===== src/rtl/toy_ld_req_arb_if.sv =====
`default_nettype none
// ============================================================================
// Module   : toy_ld_req_arb_if
// Brief    : Load-lane intake, memory request and memory ack signal bundle
//            for the load request arbiter.
// Revision : 1.0 - initial release
// ============================================================================
interface toy_ld_req_arb_if #(
    parameter int NUM_REQ = 2,
    parameter int PLD_W   = 64,
    parameter int SRC_W   = $clog2(NUM_REQ)
);
    logic [NUM_REQ-1:0]            s_load_vld;
    logic [NUM_REQ-1:0]            s_load_rdy;
    logic [NUM_REQ-1:0][PLD_W-1:0] s_load_pld;
    logic                          m_mem_req_vld;
    logic                          m_mem_req_rdy;
    logic [PLD_W-1:0]              m_mem_req_pld;
    logic [SRC_W-1:0]              m_mem_req_src;
    logic                          s_mem_ack_vld;

    // master: the arbiter itself; slave: the AGU lanes plus memory side
    modport master (
        input  s_load_vld, s_load_pld, m_mem_req_rdy, s_mem_ack_vld,
        output s_load_rdy, m_mem_req_vld, m_mem_req_pld, m_mem_req_src
    );

    modport slave (
        output s_load_vld, s_load_pld, m_mem_req_rdy, s_mem_ack_vld,
        input  s_load_rdy, m_mem_req_vld, m_mem_req_pld, m_mem_req_src
    );
endinterface
`default_nettype wire


===== src/rtl/toy_ld_req_arb.sv =====
`default_nettype none
// ============================================================================
// Module   : toy_ld_req_arb
// Brief    : Round-robin arbiter from per-lane one-entry load buffers onto a
//            single D-side read request port, with outstanding-read credits.
// Revision : 1.0 - initial release
// ============================================================================
module toy_ld_req_arb #(
    parameter int NUM_REQ         = 2,
    parameter int MAX_OUTSTANDING = 4,
    parameter int PLD_W           = 64,
    parameter int SRC_W           = $clog2(NUM_REQ)
) (
    input  wire logic        clk,
    input  wire logic        rst_n,
    toy_ld_req_arb_if.master bus,
    input  wire logic        flush,
    output logic [3:0]       outstanding_cnt,
    output logic             ack_underflow_err
);
    localparam logic [3:0] c_max_out = 4'(MAX_OUTSTANDING);

    logic [NUM_REQ-1:0]            r_buf_vld;
    logic [NUM_REQ-1:0][PLD_W-1:0] r_buf;
    logic [SRC_W-1:0]              r_rr_ptr;
    logic [SRC_W-1:0]              r_sel_idx;
    logic                          r_lock;
    logic [3:0]                    r_cnt;
    logic                          r_err;

    logic [SRC_W-1:0]              w_rr_pick;
    logic [SRC_W-1:0]              w_sel_idx;
    logic                          w_credit_ok;
    logic                          w_req_vld;
    logic                          w_hs;
    logic [NUM_REQ-1:0]            w_load_rdy;
    logic [NUM_REQ-1:0]            w_accept;

    assign w_credit_ok = (r_cnt < c_max_out);
    assign w_req_vld   = (|r_buf_vld) & w_credit_ok & ~flush;
    assign w_hs        = w_req_vld & bus.m_mem_req_rdy;
    assign w_load_rdy  = ~r_buf_vld & {NUM_REQ{~flush}};
    assign w_accept    = bus.s_load_vld & w_load_rdy;

    // First valid buffer at or above rr_ptr; the index add wraps because
    // NUM_REQ is a power of two.
    always_comb begin : rr_scan
        logic [SRC_W-1:0] v_idx;
        logic             v_found;
        w_rr_pick = r_rr_ptr;
        v_found   = 1'b0;
        v_idx     = r_rr_ptr;
        for (int k = 0; k < NUM_REQ; k++) begin
            v_idx = r_rr_ptr + SRC_W'(k);
            if (!v_found && r_buf_vld[v_idx]) begin
                w_rr_pick = v_idx;
                v_found   = 1'b1;
            end
        end
    end

    assign w_sel_idx = r_lock ? r_sel_idx : w_rr_pick;

    assign bus.s_load_rdy    = w_load_rdy;
    assign bus.m_mem_req_vld = w_req_vld;
    assign bus.m_mem_req_pld = r_buf[w_sel_idx];
    assign bus.m_mem_req_src = w_sel_idx;
    assign outstanding_cnt   = r_cnt;
    assign ack_underflow_err = r_err;

    always_ff @(posedge clk or negedge rst_n) begin
        if (!rst_n) begin
            r_buf_vld <= '0;
            r_buf     <= '0;
        end else begin
            for (int i = 0; i < NUM_REQ; i++) begin
                if (flush) begin
                    r_buf_vld[i] <= 1'b0;
                end else if (w_accept[i]) begin
                    r_buf_vld[i] <= 1'b1;
                    r_buf[i]     <= bus.s_load_pld[i];
                end else if (w_hs && (w_sel_idx == SRC_W'(i))) begin
                    r_buf_vld[i] <= 1'b0;
                end
            end
        end
    end

    // A stalled request pins its lane so payload and source stay stable.
    always_ff @(posedge clk or negedge rst_n) begin
        if (!rst_n) begin
            r_rr_ptr  <= '0;
            r_sel_idx <= '0;
            r_lock    <= 1'b0;
        end else begin
            r_sel_idx <= w_sel_idx;
            if (flush) begin
                r_lock <= 1'b0;
            end else if (w_hs) begin
                r_lock   <= 1'b0;
                r_rr_ptr <= w_sel_idx + 1'b1;
            end else if (w_req_vld) begin
                r_lock <= 1'b1;
            end
        end
    end

    always_ff @(posedge clk or negedge rst_n) begin
        if (!rst_n) begin
            r_cnt <= 4'd0;
            r_err <= 1'b0;
        end else begin
            case ({w_hs, bus.s_mem_ack_vld})
                2'b10: r_cnt <= r_cnt + 4'd1;
                2'b01: begin
                    if (r_cnt == 4'd0) begin
                        r_err <= 1'b1;
                    end else begin
                        r_cnt <= r_cnt - 4'd1;
                    end
                end
                default: ;
            endcase
        end
    end
endmodule
`default_nettype wire


===== src/flat_wrapper.sv =====
// flat-port wrapper written by rule: the top's interface ports become plain ports
module toy_ld_req_arb_flat 
#(
    parameter int NUM_REQ         = 2,
    parameter int MAX_OUTSTANDING = 4,
    parameter int PLD_W           = 64,
    parameter int SRC_W           = $clog2(NUM_REQ)
)
  (clk, rst_n, flush, outstanding_cnt, ack_underflow_err, bus_s_load_vld, bus_s_load_pld, bus_m_mem_req_rdy, bus_s_mem_ack_vld, bus_s_load_rdy, bus_m_mem_req_vld, bus_m_mem_req_pld, bus_m_mem_req_src);
  toy_ld_req_arb_if #(.NUM_REQ(NUM_REQ), .PLD_W(PLD_W), .SRC_W(SRC_W)) bus_i ();
  input  wire logic clk;
  input  wire logic rst_n;
  input  wire logic flush;
  output logic [3:0] outstanding_cnt;
  output logic ack_underflow_err;
  input wire logic [$bits(bus_i.s_load_vld)-1:0] bus_s_load_vld;
  input wire logic [$bits(bus_i.s_load_pld)-1:0] bus_s_load_pld;
  input wire logic [$bits(bus_i.m_mem_req_rdy)-1:0] bus_m_mem_req_rdy;
  input wire logic [$bits(bus_i.s_mem_ack_vld)-1:0] bus_s_mem_ack_vld;
  output wire logic [$bits(bus_i.s_load_rdy)-1:0] bus_s_load_rdy;
  output wire logic [$bits(bus_i.m_mem_req_vld)-1:0] bus_m_mem_req_vld;
  output wire logic [$bits(bus_i.m_mem_req_pld)-1:0] bus_m_mem_req_pld;
  output wire logic [$bits(bus_i.m_mem_req_src)-1:0] bus_m_mem_req_src;
  assign bus_i.s_load_vld = bus_s_load_vld;
  assign bus_i.s_load_pld = bus_s_load_pld;
  assign bus_i.m_mem_req_rdy = bus_m_mem_req_rdy;
  assign bus_i.s_mem_ack_vld = bus_s_mem_ack_vld;
  assign bus_s_load_rdy = bus_i.s_load_rdy;
  assign bus_m_mem_req_vld = bus_i.m_mem_req_vld;
  assign bus_m_mem_req_pld = bus_i.m_mem_req_pld;
  assign bus_m_mem_req_src = bus_i.m_mem_req_src;
  toy_ld_req_arb #(.NUM_REQ(NUM_REQ), .MAX_OUTSTANDING(MAX_OUTSTANDING), .PLD_W(PLD_W), .SRC_W(SRC_W)) u_core (.clk(clk), .rst_n(rst_n), .bus(bus_i), .flush(flush), .outstanding_cnt(outstanding_cnt), .ack_underflow_err(ack_underflow_err));
endmodule

===== config.mk =====
export PLATFORM = sky130hd
export DESIGN_NAME = toy_ld_req_arb_flat
export DESIGN_NICKNAME = d
export VERILOG_FILES = /design/src/rtl/toy_ld_req_arb_if.sv /design/src/rtl/toy_ld_req_arb.sv /design/src/flat_wrapper.sv
export SDC_FILE = /design/constraint.sdc
export NUM_CORES = 1
export LEC_CHECK = 0
export CAP_MARGIN = 20
export CORE_ASPECT_RATIO = 0.8
export CORE_MARGIN = 10
export CORE_UTILIZATION = 25
export DETAILED_ROUTE_END_ITERATION = 10
export REMOVE_ABC_BUFFERS = 1
export SLEW_MARGIN = 10
export SYNTH_ARGS = -nofsm -noshare
export SYNTH_HDL_FRONTEND = slang
export SYNTH_SLANG_ARGS = --single-unit

===== constraint.sdc =====
create_clock -name clk -period 2.95 [get_ports clk]
set_input_delay 0.885 -clock clk [delete_from_list [all_inputs] [get_ports clk]]
set_output_delay 0.885 -clock clk [all_outputs]
set_load 0.005 [all_outputs]

**Run 1: routing congestion**

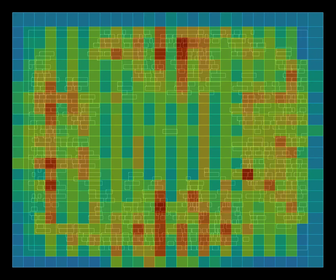
Most Used Layer, Global Route: met2
final core occ: 38.1%
met2 layer usage reported by global route: 18.2%
WL/cell: 18.6 µm

**Run 1: drive-strength map**

(2 px per µm)
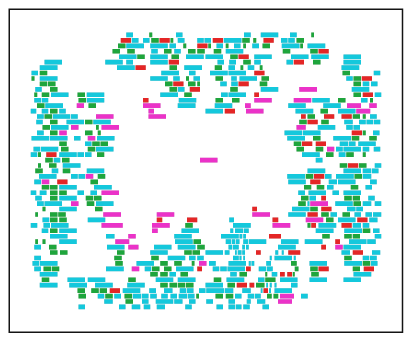
x6 and larger -> magenta  # cells 41, share 6.4%
x3 and x4 -> red  # cells 57, share 8.9%
x1 and smaller -> cyan  # cells 346, share 54%
x2 -> green  # cells 193, share 30%

**Run 1: the metal 3 layer**

(1.5 px per µm)
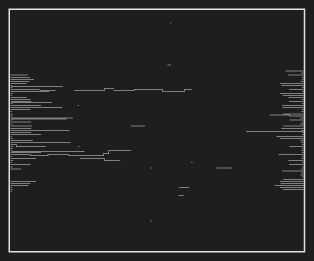
wire length on this layer = 1410 µm
share of all routed wire = 8.0%
longest straight run = 48.3 µm
met3 Use GR: 4.74%
Total Wirelength: 17700 µm

**Run 1: gate-type map**

(2 px per µm)
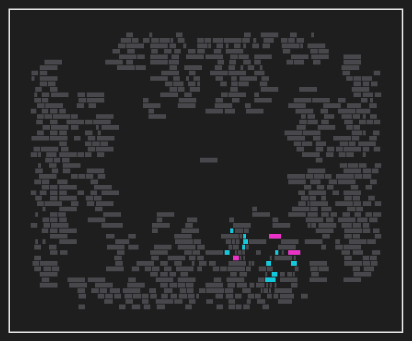
non-inverting ao/oa cells -> magenta  # cells 3, most used o31a_4
aoi and oai cells -> cyan  # cells 10, most used o21ai_0

==> PnR_summary.wiki, run 1 <==
== Flow metrics ==
{| class="wikitable"
! Metric !! Value
|-
| Status || finished, violations left
|-
| Failing checks || setup timing
|-
| Top reg by flops || u_core.r_buf
|-
| Die ar. || 0.0315 mm²
|-
| Clock network fraction of design power || 28.4%
|-
| Capturing element type of the critical path || primary output
|-
| Combinational Power || 2.66 mW
|-
| Count of buffers inserted at the top-level ports || 207
|-
| Most used logic cell in the final layout || mux2_2
|-
| Worst hold path type || input pin to async pin
|-
| Row cnt || 51
|-
| Ranking of synthesized cells by instance count || mux2_2, dfrtp_1, mux2_4
|-
| Overall routing resource usage || 11.1%
|-
| Effective utilization at floorplan || 25.4%
|-
| Delay of the slowest critical-path stage || 0.41 ns
|-
| Sw Ratio || 28.4%
|-
| Power spent charging and discharging nets || 2.05 mW
|-
| Total negative setup slack || -0.682 ns
|-
| Register area share after synthesis || 55.8%
|-
| Invs w/o clock || 2
|-
| Tap cell count || 318
|-
| Clock Skews || 0.0104 ns
|-
| Area fraction in compound gates after synthesis || 1.46%
|-
| Non-clock buffers || 229
|-
| Synthesized area per cell || 15.5 µm²
|-
| Post-CTS clock slew at the launch and capture registers of the worst setup and hold paths || 0.06 ns
|-
| Combinational gate area || 0.00261 mm²
|-
| Count of nets left with antenna violations after detail routing || 0
|-
| RSZ-0062 raised after global routing || yes
|-
| Number of endpoints failing setup at the final stage || 11
|-
| Peak supply drop || 0.310 mV
|-
| Combinational group share of total power || 36.9%
|-
| Post-route worst setup slack || -0.123 ns
|-
| Number of slew-limit violations in the final report || 0
|-
| Layout fillers || 2328
|-
| Reg area || 0.00345 mm²
|-
| Flip-flop count of the largest register, all copies and words added || 128
|-
| Top area cells in the synthesized netlist || dfrtp_1, mux2_2, mux2_4
|-
| Number of placed cells counting well taps || 916
|-
| Sequential group power || 2.50 mW
|-
| Overall Power || 7.21 mW
|-
| CTS tree || done
|-
| Simple-Gate Area Share || 2.43%
|-
| Registers, synthesis || 138
|-
| Highest metal layer with signal wires || met4
|-
| Total power density per cell area || 776 mW/mm²
|-
| Count of cells resized by post-cts repair || 128
|-
| Largest fanout on the critical path || 17
|-
| Met3 wirelength from detailed routing || 1410 µm
|-
| Destination of the worst register-to-register timing path || u_core.outstanding_cnt[2]$_DFFE_PN0P_
|-
| Mapped Area || 0.00619 mm²
|-
| Sequential cell fraction of total power || 34.7%
|-
| Final Instance Area || 0.00929 mm²
|-
| First-pass GRT wire length || 28000 µm
|-
| Setup crit start || u_core.r_buf_vld[0]$_DFFE_PN0P_
|-
| Power drawn by the clock network || 2.04 mW
|-
| Kind of critical path || flop to primary output
|-
| GR Util met1 || 13.1%
|-
| Area growth, synth to finish || 50.1%
|-
| Required arrival time at the worst endpoint || 2.07 ns
|-
| Initial DRC count || 134
|-
| Number of clock buffers in the layout || 19
|-
| Cell count in the Yosys report || 399
|}
==> inputs of run 2 (changes only) <==
- ABC_AREA: unset -> 1
==> run 2 against run 1 <==
  * The flow now finishes without violations
  * Combinational power increased by 37%
  * Wire length increased by 13%
  * Die size decreased by 0.22%
  * Power increased by 15%
  * Final cell count increased by 18%
  * Critical path type unchanged
  * Largest power group unchanged
==> PnR_summary.wiki, run 2 <==
== Flow metrics ==
{| class="wikitable"
! Metric !! Value
|-
| Via count of the first global-routing pass || 4898
|-
| Number of antenna violations at the first check in global routing || 1
|-
| Count of cells resized by post-cts repair || 232
|-
| Overall Power || 8.31 mW
|-
| Setup crit end || bus_m_mem_req_pld[40]
|-
| Sequential cell fraction of total power || 31.3%
|-
| Met3 Use GR || 6.10%
|-
| Final Instance Area || 0.00945 mm²
|-
| Number of slew-limit violations in the final report || 0
|-
| Invs w/o clock || 16
|-
| Total power density per cell area || 879 mW/mm²
|-
| Tap cell count || 318
|-
| Count of buffers inserted at the top-level ports || 207
|-
| Cell count in the Yosys report || 551
|-
| Synthesized area per cell || 11.2 µm²
|-
| Total number of clock tree sinks || 138
|-
| Tool warnings || 27
|-
| Peak supply drop || 0.385 mV
|-
| Number of placed cells counting well taps || 1062
|-
| R2r worst-path depth || 11
|-
| Count of non-filler cells in the finished layout || 1129
|-
| Sw Ratio || 33.6%
|-
| Capturing element type of the critical path || primary output
|-
| Clock network fraction of design power || 24.9%
|-
| Worst hold path type || input pin to async pin
|-
| Delay of the slowest critical-path stage || 0.38 ns
|-
| Wire length on met1 || 9310 µm
|-
| Combinational group share of total power || 43.8%
|-
| Simple-Gate Area Share || 14.2%
|-
| Reg area || 0.00345 mm²
|-
| Area growth, synth to finish || 53.2%
|-
| Setup crit start || u_core.r_buf_vld[1]$_DFFE_PN0P_
|-
| Highest metal layer with signal wires || met4
|-
| Total negative setup slack || 0 ns
|-
| Post-CTS clock slew at the launch and capture registers of the worst setup and hold paths || 0.07 ns
|-
| Non-clock buffers || 257
|-
| Register area share after synthesis || 55.9%
|-
| Synth top area share || 55.9%
|-
| Destination of the worst register-to-register timing path || u_core.outstanding_cnt[2]$_DFFE_PN0P_
|-
| Ranking of synthesized cells by instance count || nand2_1, dfrtp_1, mux2_2
|-
| Count of nets left with antenna violations after detail routing || 0
|-
| Largest fanout on the critical path || 9
|-
| Area-dominant cell class after layout || sequential cells
|-
| Status || finished, final reports clean
|-
| Area fraction in compound gates after synthesis || 1.38%
|-
| Power drawn by the clock network || 2.07 mW
|-
| Multi-input gates || 369
|-
| Required arrival time at the worst endpoint || 2.07 ns
|-
| Maximum root-to-sink buffer count || 2
|-
| Number of clock buffers in the layout || 22
|-
| Mapped Area || 0.00617 mm²
|-
| Kind of critical path || flop to primary output
|-
| Flip-flop count of the largest register, all copies and words added || 128
|-
| Overall routing resource usage || 12.0%
|-
| Met3 wirelength from detailed routing || 1910 µm
|-
| Initial DRC count || 209
|-
| CTS tree || done
|-
| Clock Skews || 0.0125 ns
|-
| Number of endpoints failing setup at the final stage || 0
|-
| Die ar. || 0.0314 mm²
|-
| Layout fillers || 2408
|-
| Power spent charging and discharging nets || 2.79 mW
|-
| Most Used Layer, Global Route || met2
|-
| Post-route worst setup slack || 0.0508 ns
|-
| Count of buffers added by post-CTS timing repair for setup || 26
|-
| Most used logic cell in the final layout || nand2_1
|-
| Top reg by flops || u_core.r_buf
|-
| Post-layout min period || 2.90 ns
|-
| Effective utilization at floorplan || 25.4%
|-
| Yosys stat area || 0.00617 mm²
|-
| RSZ-0062 raised after global routing || yes
|-
| Combinational gate area || 0.00250 mm²
|-
| First-pass iteration count of the detailed router || 4
|-
| Combinational Power || 3.64 mW
|-
| Prevailing post-synth register cell || dfrtp_1
|-
| CP Cell Sequence || inv_2 -> o21ai_2 -> o211ai_1 -> o21ai_4 -> buf_6 -> clkbuf_16 -> nand2_1 -> nand2_1 -> dlygate4sd2_1
|-
| Top area cells in the synthesized netlist || dfrtp_1, mux2_2, nand2_1
|-
| Net count, final || 935
|-
| First-pass GRT wire length || 29700 µm
|-
| Worst skew pair latency || 0.41 ns
|-
| Routed wl met2 || 8680 µm
|-
| Row cnt || 51
|-
| WP buf/inv || 4
|-
| Sequential group power || 2.60 mW
|-
| Registers, synthesis || 138
|}
**Run 2: routing congestion**

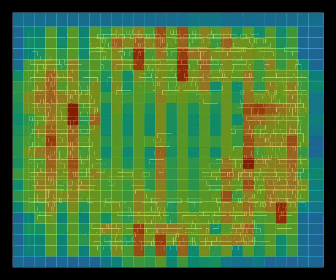
WL/cell: 17.8 µm
met2 layer usage reported by global route: 17.5%
final core occ: 38.9%
GR Util met1: 15.6%

**Run 2: metal 2**

(1.5 px per µm) Cells faint in the background.
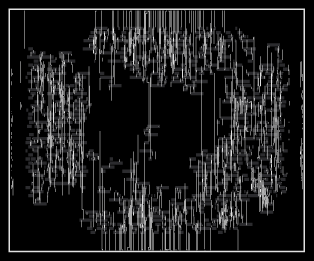
wire length on this layer = 8680 µm
share of all routed wire = 43%
nets with wire on the layer = 793
via total after detailed routing: 4803
Total Wirelength: 20000 µm

==> inputs of run 3 (changes only) <==
- CTS_CLUSTER_SIZE: unset -> 30
**Run 3: gate-type map**

(2 px per µm)
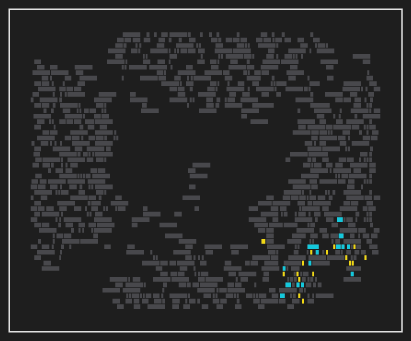
inv cells -> yellow  # cells 16, most used inv_1, where bottom right
aoi and oai cells -> cyan  # cells 14, most used o21ai_0, where bottom right

==> run 3 against run 2 <==
  * First-iteration DRC count did not move
  * Setup slack did not move
  * Non-clock buffer count did not move
  * Power did not move
  * Via count did not move
  * Clock skew did not move
  * Clock power barely moved
  * Maximum frequency did not move
  * Flip-flop count did not move
  * Critical path depth did not move
  * Count of clock-buffer cells in the layout did not move
==> PnR_summary.wiki, run 3 <==
== Flow metrics ==
{| class="wikitable"
! Metric !! Value
|-
| Total Wirelength || 20000 µm
|-
| Synthesized area per cell || 11.2 µm²
|-
| Top reg by flops || u_core.r_buf
|-
| Peak supply drop || 0.385 mV
|-
| CTS tree || done
|-
| Sequential group power || 2.60 mW
|-
| Yosys stat area || 0.00617 mm²
|-
| Worst hold path type || input pin to async pin
|-
| Met3 Use GR || 6.10%
|-
| Count of nets left with antenna violations after detail routing || 0
|-
| Top area cells in the synthesized netlist || dfrtp_1, mux2_2, nand2_1
|-
| Power spent charging and discharging nets || 2.79 mW
|-
| Post-layout min period || 2.90 ns
|-
| Count of cells resized by post-cts repair || 232
|-
| Highest metal layer with signal wires || met4
|-
| Count of non-filler cells in the finished layout || 1129
|-
| RSZ-0062 raised after global routing || yes
|-
| Combinational group share of total power || 43.8%
|-
| Registers, synthesis || 138
|-
| Number of clock buffers in the layout || 22
|-
| Met3 wirelength from detailed routing || 1910 µm
|-
| Maximum root-to-sink buffer count || 2
|-
| Simple-Gate Area Share || 14.2%
|-
| Number of antenna violations at the first check in global routing || 1
|-
| Combinational gate area || 0.00250 mm²
|-
| CP Cell Sequence || inv_2 -> o21ai_2 -> o211ai_1 -> o21ai_4 -> buf_6 -> clkbuf_16 -> nand2_1 -> nand2_1 -> dlygate4sd2_1
|-
| Tool warnings || 27
|-
| Wire length on met1 || 9310 µm
|-
| Met2 layer usage reported by global route || 17.5%
|-
| Total number of clock tree sinks || 138
|-
| Invs w/o clock || 16
|-
| Capturing element type of the critical path || primary output
|-
| Number of endpoints failing setup at the final stage || 0
|-
| Ranking of synthesized cells by instance count || nand2_1, dfrtp_1, mux2_2
|-
| Multi-input gates || 369
|-
| Combinational Power || 3.64 mW
|-
| Via total after detailed routing || 4803
|-
| Post-route worst setup slack || 0.0508 ns
|-
| Effective utilization at floorplan || 25.4%
|-
| Routed wl met2 || 8680 µm
|-
| Count of buffers inserted at the top-level ports || 207
|-
| Status || finished, final reports clean
|-
| GR Util met1 || 15.6%
|-
| Die ar. || 0.0314 mm²
|-
| Flip-flop count of the largest register, all copies and words added || 128
|-
| Area-dominant cell class after layout || sequential cells
|}
**Run 3: drive-strength map**

(2 px per µm)
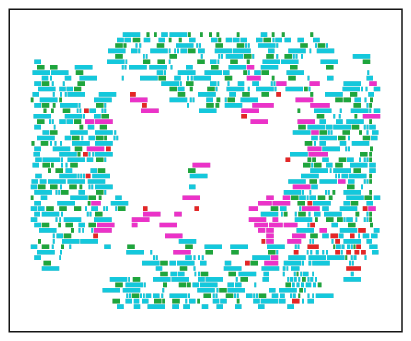
x6 and larger -> magenta  # cells 55, share 6.8%
x2 -> green  # cells 206, share 25%
x3 and x4 -> red  # cells 30, share 3.7%
x1 and smaller -> cyan  # cells 520, share 64%

Power is estimated from default activity; no workload was simulated.
